### config.mk
export PLATFORM = sky130hd
export DESIGN_NAME = rwc_chal_seq
export DESIGN_NICKNAME = d
export VERILOG_FILES = /design/src/rtl/rwc_chal_seq_pkg.sv /design/src/rtl/rwc_wait_timer.sv /design/src/rtl/rwc_chal_seq.sv
export SDC_FILE = /design/constraint.sdc
export NUM_CORES = 1
export LEC_CHECK = 0
export CORE_ASPECT_RATIO = 2
export CORE_MARGIN = 2
export CORE_UTILIZATION = 36
export CTS_CLUSTER_DIAMETER = 200
export DETAILED_ROUTE_END_ITERATION = 8
export PLACE_DENSITY = 0.77
export SYNTH_ARGS = -nofsm -noshare
export SYNTH_HDL_FRONTEND = slang
export SYNTH_SLANG_ARGS = --single-unit
export TNS_END_PERCENT = 10
### constraint.sdc
create_clock -name clk_i -period 1.95 [get_ports clk_i]
set_clock_uncertainty 0.05 [all_clocks]
set_input_delay 0.39 -clock clk_i [delete_from_list [all_inputs] [get_ports clk_i]]
set_output_delay 0.39 -clock clk_i [all_outputs]
set_load 0.01 [all_outputs]
### src/rtl/rwc_chal_seq_pkg.sv
// Shared definitions for the challenge sequencer and the read-write-collision controller:
// FSM encoding, default bus widths and the response parity fold.
package rwc_chal_seq_pkg;

  localparam int unsigned RWC_ADDR_W = 10;
  localparam int unsigned RWC_DATA_W = 32;
  // Widest data bus the parity fold accepts; narrower buses are zero-extended.
  localparam int unsigned RWC_FOLD_W = 256;

  typedef enum logic [2:0] {
    ST_IDLE      = 3'd0,
    ST_ISSUE     = 3'd1,
    ST_WAIT_BUSY = 3'd2,
    ST_WAIT_DONE = 3'd3,
    ST_ACCUM     = 3'd4,
    ST_OUTPUT    = 3'd5
  } state_t;

  function automatic logic xor_fold(input logic [RWC_FOLD_W-1:0] data);
    return ^data;
  endfunction

endpackage

### src/rtl/rwc_wait_timer.sv
// Wait-phase watchdog: counts cycles since the last clear and flags the
// TIMEOUT-th cycle so the caller can abort on that same edge.
module rwc_wait_timer #(
  parameter int unsigned TIMEOUT = 15
) (
  input  logic clk_i,
  input  logic rstn_i,
  input  logic clr_i,
  output logic expired_o
);

  localparam int unsigned CNT_W = $clog2(TIMEOUT + 1);

  logic [CNT_W-1:0] cnt_q;
  logic [CNT_W-1:0] cnt_d;

  assign expired_o = (cnt_q == CNT_W'(TIMEOUT - 1));

  // Next count: clear, advance, or saturate at the expiry value.
  always_comb begin
    cnt_d = cnt_q;
    if (clr_i) begin
      cnt_d = '0;
    end else if (!expired_o) begin
      cnt_d = cnt_q + CNT_W'(1);
    end else begin
      cnt_d = cnt_q;
    end
  end

  // Counter register.
  always_ff @(posedge clk_i) begin
    if (!rstn_i) begin
      cnt_q <= '0;
    end else begin
      cnt_q <= cnt_d;
    end
  end

endmodule

### src/rtl/rwc_chal_seq.sv
// Challenge sequencer / response collector: issues RSP_BITS challenges to the
// collision controller, folds each response pair to one bit and hands out the packed word.
module rwc_chal_seq
  import rwc_chal_seq_pkg::*;
#(
  parameter int unsigned ADDR_W   = RWC_ADDR_W,
  parameter int unsigned DATA_W   = RWC_DATA_W,
  parameter int unsigned RSP_BITS = 32,
  parameter int unsigned TIMEOUT  = 15
) (
  input  logic                clk_i,
  input  logic                rstn_i,
  input  logic                start_i,
  input  logic [ADDR_W-1:0]   seed_addr_i,
  input  logic [DATA_W-1:0]   pattern_i,
  output logic                busy_o,
  output logic                err_timeout_o,
  output logic                gen_enable_o,
  output logic [ADDR_W-1:0]   cha_addr_o,
  output logic [DATA_W-1:0]   cha_data_o,
  input  logic                rwc_available_i,
  input  logic [DATA_W-1:0]   rwc_rsp_write_i,
  input  logic [DATA_W-1:0]   rwc_rsp_clean_i,
  output logic [RSP_BITS-1:0] rsp_word_o,
  output logic                rsp_valid_o,
  input  logic                rsp_ready_i
);

  localparam int unsigned IDX_W = $clog2(RSP_BITS + 1);

  state_t              state_q;
  logic [IDX_W-1:0]    idx_q;
  logic                bit_q;
  logic                avail_q;
  logic                busy_q;
  logic                err_q;
  logic                gen_en_q;
  logic [ADDR_W-1:0]   cha_addr_q;
  logic [DATA_W-1:0]   cha_data_q;
  logic [RSP_BITS-1:0] rsp_word_q;
  logic                rsp_valid_q;

  logic wait_state_s;
  logic progress_s;
  logic tmr_clr_s;
  logic expired_s;
  logic rsp_bit_s;

  assign rsp_bit_s = xor_fold(RWC_FOLD_W'(rwc_rsp_write_i ^ rwc_rsp_clean_i));

  // Wait-phase progress; the timer restarts whenever the FSM leaves a wait state.
  always_comb begin
    wait_state_s = 1'b0;
    progress_s   = 1'b0;
    case (state_q)
      ST_ISSUE: begin
        wait_state_s = 1'b1;
        progress_s   = rwc_available_i;
      end
      ST_WAIT_BUSY: begin
        wait_state_s = 1'b1;
        progress_s   = ~rwc_available_i;
      end
      ST_WAIT_DONE: begin
        wait_state_s = 1'b1;
        progress_s   = rwc_available_i & ~avail_q;
      end
      default: begin
        wait_state_s = 1'b0;
        progress_s   = 1'b0;
      end
    endcase
    tmr_clr_s = ~wait_state_s | progress_s;
  end

  rwc_wait_timer #(
    .TIMEOUT (TIMEOUT)
  ) u_wait_timer (
    .clk_i     (clk_i),
    .rstn_i    (rstn_i),
    .clr_i     (tmr_clr_s),
    .expired_o (expired_s)
  );

  // Sequencer FSM with all registered outputs.
  always_ff @(posedge clk_i) begin
    if (!rstn_i) begin
      state_q     <= ST_IDLE;
      idx_q       <= '0;
      bit_q       <= 1'b0;
      avail_q     <= 1'b0;
      busy_q      <= 1'b0;
      err_q       <= 1'b0;
      gen_en_q    <= 1'b0;
      cha_addr_q  <= '0;
      cha_data_q  <= '0;
      rsp_word_q  <= '0;
      rsp_valid_q <= 1'b0;
    end else begin
      avail_q  <= rwc_available_i;
      gen_en_q <= 1'b0;
      case (state_q)
        ST_IDLE: begin
          if (start_i) begin
            cha_addr_q <= seed_addr_i;
            cha_data_q <= pattern_i;
            idx_q      <= '0;
            rsp_word_q <= '0;
            err_q      <= 1'b0;
            busy_q     <= 1'b1;
            state_q    <= ST_ISSUE;
          end
        end
        ST_ISSUE: begin
          if (progress_s) begin
            gen_en_q <= 1'b1;
            state_q  <= ST_WAIT_BUSY;
          end else if (expired_s) begin
            err_q   <= 1'b1;
            busy_q  <= 1'b0;
            state_q <= ST_IDLE;
          end
        end
        ST_WAIT_BUSY: begin
          if (progress_s) begin
            state_q <= ST_WAIT_DONE;
          end else if (expired_s) begin
            err_q   <= 1'b1;
            busy_q  <= 1'b0;
            state_q <= ST_IDLE;
          end
        end
        ST_WAIT_DONE: begin
          // Responses are already registered by the controller when available rises.
          if (progress_s) begin
            bit_q   <= rsp_bit_s;
            state_q <= ST_ACCUM;
          end else if (expired_s) begin
            err_q   <= 1'b1;
            busy_q  <= 1'b0;
            state_q <= ST_IDLE;
          end
        end
        ST_ACCUM: begin
          for (int i = 0; i < int'(RSP_BITS); i++) begin
            if (idx_q == IDX_W'(i)) begin
              rsp_word_q[i] <= bit_q;
            end
          end
          if (idx_q == IDX_W'(RSP_BITS - 1)) begin
            rsp_valid_q <= 1'b1;
            state_q     <= ST_OUTPUT;
          end else begin
            idx_q      <= idx_q + IDX_W'(1);
            cha_addr_q <= cha_addr_q + ADDR_W'(1);
            state_q    <= ST_ISSUE;
          end
        end
        ST_OUTPUT: begin
          if (rsp_valid_q && rsp_ready_i) begin
            rsp_valid_q <= 1'b0;
            busy_q      <= 1'b0;
            state_q     <= ST_IDLE;
          end
        end
        default: begin
          busy_q      <= 1'b0;
          rsp_valid_q <= 1'b0;
          state_q     <= ST_IDLE;
        end
      endcase
    end
  end

  assign busy_o        = busy_q;
  assign err_timeout_o = err_q;
  assign gen_enable_o  = gen_en_q;
  assign cha_addr_o    = cha_addr_q;
  assign cha_data_o    = cha_data_q;
  assign rsp_word_o    = rsp_word_q;
  assign rsp_valid_o   = rsp_valid_q;

endmodule

run_1/io_fan.png
Drawn at 3 px/um.
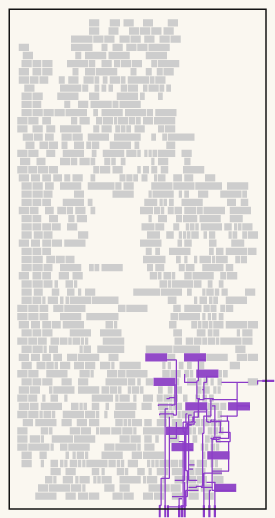
colour	port	bits	direction	edge	end cells	buffers	wire
purple	cha_addr_o	10	output	9 south, 1 east	10	10	547 um

run_1/logic_types.png
Drawn at 4 px/um.
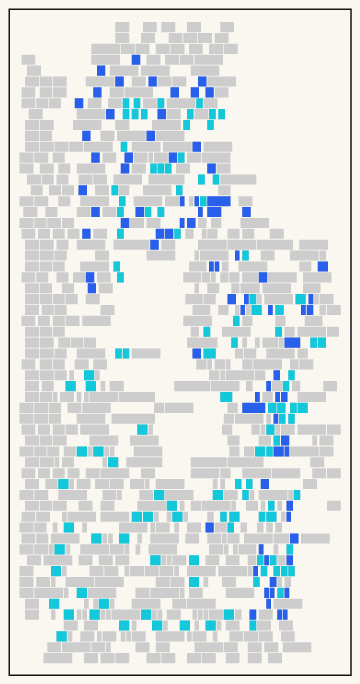
colour	family	cells
blue	nor cells	79
cyan	aoi and oai cells	111

run_1/clocks.png
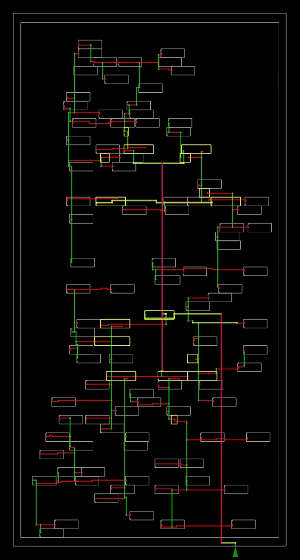
flop count: 93
P_clk: 1.78 mW
TritonCTS Buffers: 9
# clk buffers: 10
insertion delay at the late pin of the worst-skew pair: 340 ps

==> flow_metrics.tcl, run 1 <==
# yosys + openroad results
set metrics [dict create \
    numSynthFlops 93 \
    avgViaCountPerCell 5.05 \
    dr_wl_met2_mm 7.99 \
    io_buffers 188 \
    boundaryPins 189 \
    status "finished clean" \
    clockPowerShare 0.332 \
    postCtsHoldBufs 0 \
    synth_area_mm2 0.00473 \
    power_mw 5.35 \
    route.top_layer_used "met4" \
    p_leak_nw 2.70 \
    gr-usage-all-layers 0.200 \
    p_sw_frac 0.281 \
    hpwl_mm 11.0 \
    mostFrequentLayoutCell "clkdlybuf4s50_1" \
    maxCapViolCount 0 \
    final_nets 864 \
    wl_met3_um 853 \
    grt_max_degree 83 \
    diodes 0 \
    die_h_um 166 \
    gp_congestion 0.831 \
    overflow 0 \
    synthArstFlopShare 0 \
]
## run 1: routing by layer
layer | track usage | vias up
met4 | 0.0994 | 0
met3 | 0.0537 | 43
met2 | 0.388 | 186
met5 | 0 | -
met1 | 0.181 | 2109
li1 | - | 2225
## run 1: metrics by stage
stage               hold slack (ps)   util  worst slack, ps  area, um2
finish                          410  0.560              112       7230
global route                    437  0.560             2.96       7230
CTS                             415  0.559             10.2       7220
detailed placement              406  0.535             -238       6920
global placement                401  0.535             -230       6920
floorplan                       430      -              123       4730
## run 1: tightest hold or removal path, stage by stage, from the launching register on
cell	delay, ps
dfxtp_1	310
nand2_1	40
a21boi_0	60
## run 1: cells by family (layout without fill, tap and decap cells)
family	Yosys count	after routing	share of synthesized area
adder cells (fa/ha/maj)	7	7	0.0185
flip-flops	93	93	0.394
multiplexers	31	31	0.0656
XOR/XNOR	71	71	0.131
AND/OR/NAND/NOR	198	198	0.203
AND-OR/OR-AND	116	116	0.151
buffers and inverters	41	235	0.0368
## run 1: worst paths after layout
check                                       to  slack, ps
worst min register to register  cha_data_o[17]        410
worst max register to register  rsp_word_o[26]        110
worst max-delay path            rsp_word_o[26]        110
worst min-delay path            cha_data_o[17]        410
## run 1: cells in the mapped netlist (5+ instances only)
library cell  instances  area [um2]
a21boi_0             35         263
a21oi_1              46         230
a31oi_1               5        31.3
buf_2                10        50.1
clkbuf_1             23        86.3
dfxtp_1              93        1860
ha_1                  7        87.6
mux2i_1              31         310
nand2_1              93         349
nand3_1               9        45.0
nor2_1               27         101
nor2b_1              37         231
nor3_1                7        35.0
o21ai_0              18        90.1
xnor2_1              59         517
xor2_1               12         105
## run 1: state kept, by name, summed over array words and instances, names as in the netlist
| register | count |
|---|---|
| gen_enable_o | 1 |
| busy_o | 1 |
| u_wait_timer.cnt_q | 4 |
| rsp_word_o | 32 |
| state_q | 3 |
| avail_q | 1 |
| cha_addr_o | 10 |
| err_timeout_o | 1 |
| rsp_valid_o | 1 |
| bit_q | 1 |
| idx_q | 6 |
| cha_data_o | 32 |
## run 1: what timing repair did
action,in CTS,in global routing
resized,1,3
buffers inserted,0,0
pin swaps,0,2
endpoints found under the setup margin,2,14
## run 1: power groups by stage
stage          Clock [mW]  Combinational [mW]  Sequential [mW]
2_1_floorplan           0               0.805             2.15
4_1_cts              1.83                1.51             2.07
6_report             1.78                1.50             2.07
3_5_place_dp            0                1.50             2.11
5_1_grt              1.89                1.64             2.09
3_3_place_gp            0                1.48             2.11
## run 1: cell type report
type                            count  area [um2]
Clock buffer                       10         229
Sequential cell                    93        1860
Fill cell                        1157        5690
Tap cell                          152         190
Clock inverter                      6        68.8
Multi-Input combinational cell    423        2710
Inverter                            4        15.0
Timing Repair Buffer              215        2150
==> run 2: changes to the inputs <==
Settings changed: CORE_ASPECT_RATIO 2 to 0.9, REMOVE_ABC_BUFFERS set to 1.
==> run 2 against run 1 <==
Effect of this change:
- cell area decreased by 1.1%
- synthesized cell count unchanged
- cell count increased by 0.78%
- count of clock-buffer cells in the layout unchanged
- combinational power decreased by 6%
- core utilization about the same
- setup slack improved by 25 ps
- worst hold slack improved by 0.81 ps
- largest power group unchanged
- sequential power about the same
- global-route usage decreased by 2.7 points
- area after synthesis unchanged
- via count decreased by 3.7%
==> flow_metrics.tcl, run 2 <==
# yosys + openroad results
set metrics [dict create \
    status "finished clean" \
    diodes 0 \
    worst_slack_ps 137 \
    vias 4394 \
    cp_data_required_time_ps 2130 \
    fin_util 0.559 \
    io_buffers 188 \
    final_nets 860 \
    dieArea_mm2 0.0141 \
    synthArstFlopShare 0 \
    common_cells "dfxtp_1 (93), nand2_1 (93), xnor2_1 (59)" \
    top_area_cell "dfxtp_1" \
    cts_buffer_depth 2 \
    synth_top_area_share 0.394 \
    period_used_share 0.930 \
    boundaryPins 189 \
    topCellsByArea "dfxtp_1 (39%), xnor2_1 (11%), nand2_1 (7.4%), mux2i_1 (6.6%), a21boi_0 (5.6%)" \
    grt_max_degree 54 \
    drive_above_1_share 0.0710 \
    preCtsSetupSlack_ps -195 \
    numCtsBuffers 9 \
    mostFrequentLayoutCell "clkdlybuf4s50_1" \
    die_h_um 113 \
    gp_congestion 0.812 \
    hpwl_mm 9.64 \
    synth_cells 557 \
    gr-usage-all-layers 0.173 \
    final_area_mm2 0.00715 \
    rsz0062_at_grt "true" \
    nFillCells 1128 \
    edf_count 0 \
    maxCapViolCount 0 \
    numSynthFlops 93 \
    hold_ws_ps 411 \
    routed_wl_mm 12.5 \
    warning_count 30 \
    place_area_mm2 0.00684 \
    overflow 0 \
    avgViaCountPerCell 4.83 \
    finalCriticalPeriod_ps 1810 \
    p_leak_nw 2.64 \
    yosys_cells 557 \
    first_pass_iters 5 \
    synth_area_mm2 0.00473 \
    ys_area_mm2 0.00473 \
    final_hold_viol_count 0 \
]
==> run 2: cell counts after synthesis <==
Identical to the previous run, type by type.
==> run 2: power breakdown <==
group          internal [mW]  total, mW  leakage [nW]  switching [mW]
clock network          0.991       1.71         0.131           0.720
registers               2.00       2.07         0.757          0.0784
logic                  0.804       1.41          1.75           0.605
==> run 2: final cells by class <==
class / count / area, um2 / share of cell area
Timing Repair Buffer: 211 / 2060 / 0.288
Clock buffer: 10 / 229 / 0.0320
Multi-Input combinational cell: 423 / 2710 / 0.380
Sequential cell: 93 / 1860 / 0.261
Inverter: 4 / 15.0 / 0.00210
Clock inverter: 5 / 61.3 / 0.00858
Tap cell: 164 / 205 / 0.0287
==> run 2: kinds of logic (layout without fill, tap and decap cells) <==
logic type      count (synthesis)  after routing  share of synthesized area
compound gates                116            116                      0.151
flops                          93             93                      0.394
xor+xnor                       71             71                      0.131
simple gates                  198            198                      0.203
fa+ha+maj                       7              7                     0.0185
mux                            31             31                     0.0656
buf+inv                        41            230                     0.0368
==> run 2: worst max-delay path: cells and delay by family, from the launching register on <==
kind | cells | cell delay (ps)
flip-flops | 1 | 390
AND-OR/OR-AND | 1 | 130
multiplexers | 1 | 200
AND/OR/NAND/NOR | 4 | 850
buffers and inverters | 1 | 90
==> run 2: per-stage QoR <==
| step | cells | total power, mW |
|---|---|---|
| CTS | 910 | 5.26 |
| global placement | 895 | 3.51 |
| detailed placement | 895 | 3.54 |
| finish | 910 | 5.20 |
| global route | 910 | 5.47 |
| floorplan | 520 | 2.91 |
==> run 2: timing repair <==
action / 4_1_cts / 5_1_grt
hold buffers: 0 / 0
buffers inserted: 0 / 0
hold endpoints to repair: 0 / 0
setup endpoints to repair: 1 / 9
gates cloned: 0 / 0
pin swaps: 0 / 0
gates resized: 1 / 5
==> run 2: layer usage <==
metal	up-vias	track usage	routed length (um)	part of all wire
met2	162	0.317	6360	0.51
met1	2002	0.202	5150	0.41
met5	-	0	0	0
li1	2222	-	-	-
met4	0	0.0519	134	0.011
met3	8	0.0392	811	0.065
==> run 2: worst paths after layout <==
check,from,endpoint,slack (ps),depth (start not counted)
min reg2reg,cha_data_o[30],cha_data_o[30],410,2
min,cha_data_o[30],cha_data_o[30],410,2
max,state_q[2],rsp_word_o[24],140,7
max reg2reg,state_q[2],rsp_word_o[24],140,7
run_2/cell_density.png
Drawn at 2 px/um. The die is cut into 12 by 11 equal tiles; dark purple is low, yellow is high, 0 to 100% covered.
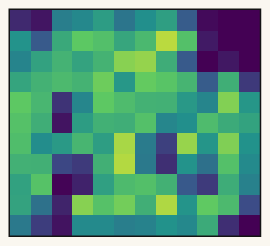
fullest tile	89%
emptiest ninth of the die	north-east
nearly empty tiles	6.1%
densest ninth of the die	north
core area: 0.0128 mm2
Core Util at FP: 0.370

run_2/clocks.png
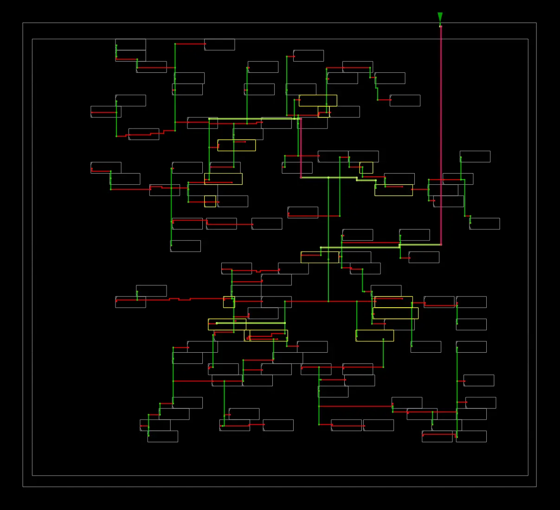
insertion delay at the late pin of the worst-skew pair: 330 ps
CTS sink count: 93

run_2/flops_by_reg.png
Drawn at 3 px/um. Other sequential cells in the stronger grey, the rest of the logic in the fainter grey.
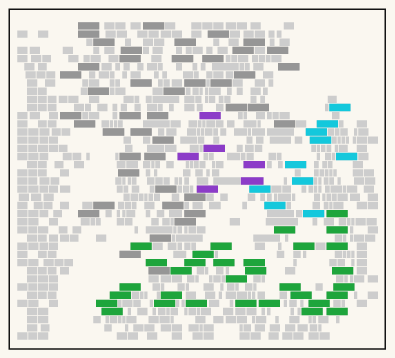
colour	name in the netlist	sequential cells
green	cha_data_o	32
cyan	cha_addr_o	10
purple	idx_q	6
not coloured	45

Power is estimated from default activity; no workload was simulated.
